<file path="config.mk">
export PLATFORM = sky130hd
export DESIGN_NAME = cic_feed_pacer
export DESIGN_NICKNAME = d
export VERILOG_FILES = /design/src/rtl/cic_feed_pacer.sv
export SDC_FILE = /design/constraint.sdc
export NUM_CORES = 1
export LEC_CHECK = 0
export CAP_MARGIN = 10
export CORE_AREA = 2 2 143 145
export DETAILED_ROUTE_END_ITERATION = 8
export DIE_AREA = 0 0 145 147
export DONT_BUFFER_PORTS = 1
export PLACE_DENSITY = 0.78
export SYNTH_ARGS = -nofsm -noshare
export SYNTH_HDL_FRONTEND = slang
export SYNTH_SLANG_ARGS = --single-unit
</file>
<file path="constraint.sdc">
create_clock -name clk -period 5.4 [get_ports clk]
set_clock_uncertainty 0.15 [all_clocks]
set_input_delay 1.62 -clock clk [delete_from_list [all_inputs] [get_ports clk]]
set_output_delay 1.62 -clock clk [all_outputs]
set_load 0.03 [all_outputs]
</file>
<file path="src/rtl/cic_feed_pacer.sv">
// Paced sample feeder for a CIC interpolator: a small FIFO drained by a
// programmable-period strobe that keeps cadence even when the FIFO runs dry.
module cic_feed_pacer #(
    parameter int dw = 16,
    parameter int aw = 4,
    parameter int pw = 8
) (
    input  logic          clk,
    input  logic          reset,
    input  logic [dw-1:0] in_data,
    input  logic          in_valid,
    output logic          in_ready,
    input  logic          enable,
    input  logic [pw-1:0] period,
    input  logic          clr_flags,
    output logic [dw-1:0] data_out,
    output logic          data_out_gate,
    output logic [aw:0]   fill,
    output logic          underflow
);
    localparam int depth = 1 << aw;

    logic [dw-1:0] mem_q [depth];
    logic [aw-1:0] wr_ptr_q, wr_ptr_d;
    logic [aw-1:0] rd_ptr_q, rd_ptr_d;
    logic [aw:0]   fill_q, fill_d;
    logic [pw-1:0] cnt_q, cnt_d;
    logic [pw-1:0] pe_m1;
    logic [dw-1:0] data_q, data_d;
    logic          gate_q, gate_d;
    logic          unf_q, unf_d;
    logic          tick, push, pop;

    // Periods below 2 would make the strobe stick high; clamp to 2.
    assign pe_m1    = (period < pw'(2)) ? pw'(1) : period - pw'(1);
    assign in_ready = !reset && (fill_q != (aw+1)'(depth));

    always_comb begin
        tick     = 1'b0;
        cnt_d    = cnt_q;
        push     = in_valid && in_ready;
        pop      = 1'b0;
        wr_ptr_d = wr_ptr_q;
        rd_ptr_d = rd_ptr_q;
        fill_d   = fill_q;
        data_d   = data_q;
        gate_d   = 1'b0;
        unf_d    = unf_q;

        if (!enable) begin
            cnt_d = pe_m1;
        end else if (cnt_q == '0) begin
            tick  = 1'b1;
            cnt_d = pe_m1;
        end else begin
            cnt_d = cnt_q - pw'(1);
        end

        // Only words already committed before this edge can be popped.
        pop = tick && (fill_q != '0);

        if (push) wr_ptr_d = wr_ptr_q + aw'(1);
        if (pop) begin
            rd_ptr_d = rd_ptr_q + aw'(1);
            data_d   = mem_q[rd_ptr_q];
        end

        unique case ({push, pop})
            2'b10:   fill_d = fill_q + (aw+1)'(1);
            2'b01:   fill_d = fill_q - (aw+1)'(1);
            default: fill_d = fill_q;
        endcase

        gate_d = tick;
        if (tick && !pop) unf_d = 1'b1;
        else if (clr_flags) unf_d = 1'b0;
    end

    always_ff @(posedge clk) begin
        if (reset) begin
            wr_ptr_q <= '0;
            rd_ptr_q <= '0;
            fill_q   <= '0;
            cnt_q    <= pe_m1;
            data_q   <= '0;
            gate_q   <= 1'b0;
            unf_q    <= 1'b0;
        end else begin
            wr_ptr_q <= wr_ptr_d;
            rd_ptr_q <= rd_ptr_d;
            fill_q   <= fill_d;
            cnt_q    <= cnt_d;
            data_q   <= data_d;
            gate_q   <= gate_d;
            unf_q    <= unf_d;
        end
    end

    always_ff @(posedge clk) begin
        if (push) mem_q[wr_ptr_q] <= in_data;
    end

    assign data_out      = data_q;
    assign data_out_gate = gate_q;
    assign fill          = fill_q;
    assign underflow     = unf_q;
endmodule

</file>
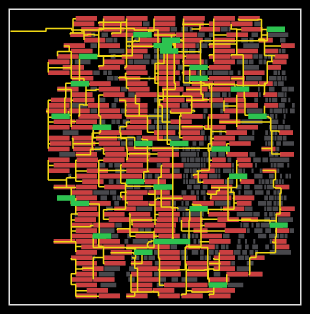
clock_wires.png
Scale: 2 px per micron.
- red: flip-flops (count 295)
- yellow: clock wires (length 2960 microns)
- green: clock-net drivers (count 28)
- routed clock nets: 29

==> impl_metrics.json <==
{
  "status": "completed",
  "numSynthFlops": 295,
  "die_height_microns": 147,
  "cell_taking_the_most_area_after_synthesis": "edfxtp_1",
  "layoutNonFillerInstCount": 995,
  "crit_buf_inv": 0,
  "grt_start_max_net_pins": 63,
  "drt_drc_violations_left": 0,
  "detail_route.first_pass.iterations": 5,
  "path_delay_family": "AND-OR/OR-AND gates",
  "final_max_slew_viols": 0,
  "clkSlewWorstSetupHoldPaths_ns": 0.06,
  "post_cts_resize_count": 0,
  "clock_tree.htree_level_count": 1,
  "netlist_area_sq_um": 11700,
  "clock_tree.buffer_depth": 3,
  "p_per_area_nw_per_um2": 353,
  "critical_path.cell_chain": "a21oi_1",
  "area_growth_syn_to_layout_pct": 11.3,
  "timing.fmax_ghz": 0.257,
  "post_cts_setup_driven_buffer_insertion_count": 0,
  "layout_top_cells_excl_fill_tap": "edfxtp_1 (256), mux2i_1 (67), o22ai_1 (39)"
}
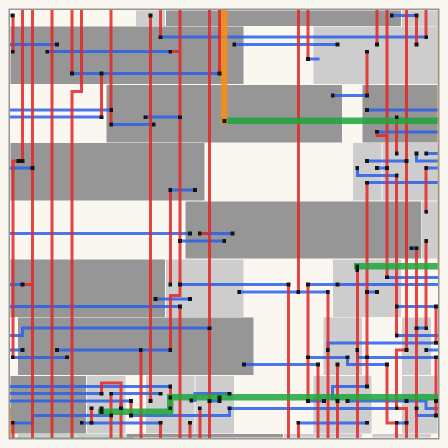
closeup.png
Region (99, 27) to (119, 47) microns. Cells in gray, sequential cells in the stronger gray; small squares are vias.
- green: M3
- orange: M4
- blue: M1
- red: M2
- cells with their middle in the window: 18
- netlist names of flops here include: mem_q (6)
- sequential cells in the window: 6
- most frequent: edfxtp_1 (6), o21ai_0 (2)

==> flip-flops by register name (all words and copies together) (netlist names) <==
register and cells:
data_out_gate 1, cnt_q 8, fill 5, underflow 1, mem_q 256, wr_ptr_q 4
rd_ptr_q 4, data_out 16
==> path summary, 6_finish.rpt <==
check	from	end
setup / recovery	reset	in_ready
hold / removal	wr_ptr_q[0]	wr_ptr_q[3]
setup reg to reg	cnt_q[0]	fill[4]
hold reg to reg	wr_ptr_q[0]	wr_ptr_q[3]
==> routing by layer <==
layer / global-route usage (%) / vias to the layer above / part of all wire (%)
met3: 5.75 / 61 / 9.1
met1: 31.7 / 3209 / 38
met4: 11.1 / 0 / 3.9
met2: 41.3 / 342 / 49
met5: 0 / - / 0
li1: - / 2769 / -
==> logic make-up (layout without fill, tap and decap cells) <==
logic type | Yosys count | in the layout | synth area share, %
AOI/OAI and AO/OA | 118 | 118 | 6.88
buffers and inverters | 55 | 92 | 2.01
adders and majority gates | 12 | 12 | 1.29
DFF | 295 | 295 | 72.7
and+or+nand+nor | 93 | 93 | 3.95
muxes | 100 | 100 | 12.1
xor gates and xnor gates | 15 | 15 | 1.13
==> stage by stage <==
step	power (mW)	setup WS, ns
after floorplan	2.64	1.13
after global placement	2.66	1.35
after detailed placement	2.67	1.23
after CTS	4.60	1.51
after global routing	4.71	1.38
final	4.58	1.51
==> cells in the mapped netlist, types with 2 or more instances <==
| cell | count |
|---|---|
| or3_1 | 3 |
| nor2_1 | 27 |
| edfxtp_1 | 256 |
| buf_4 | 2 |
| ha_1 | 12 |
| clkbuf_1 | 17 |
| a22oi_1 | 2 |
| a21oi_1 | 8 |
| nor3_1 | 8 |
| nand2_1 | 32 |
| buf_1 | 10 |
| nand3_1 | 2 |
| inv_1 | 15 |
| mux2i_1 | 67 |
| o21ai_0 | 16 |
| a21o_1 | 2 |
| or4_1 | 2 |
| xor2_1 | 7 |
| o22ai_1 | 39 |
| mux4_2 | 32 |
| o21ai_1 | 2 |
| a211oi_1 | 17 |
| buf_2 | 9 |
| xnor2_1 | 8 |
| nor2b_1 | 4 |
| dfxtp_1 | 39 |
| a31oi_1 | 18 |
| nand2b_1 | 4 |
==> layout make-up <==
cell class	count	area [sq um]
sequential	295	8470
fill	1287	6870
multi-input combinational	338	2970
inverter	15	56.3
clock buffer	35	737
clock inverter	17	191
tap	270	338
timing repair buffer	25	204
==> power by group <==
part	switching (mW)	internal [mW]
Sequential	0.0234	2.50
Clock	0.798	1.16
Combinational	0.0634	0.0394
Power is estimated from default activity; no workload was simulated.
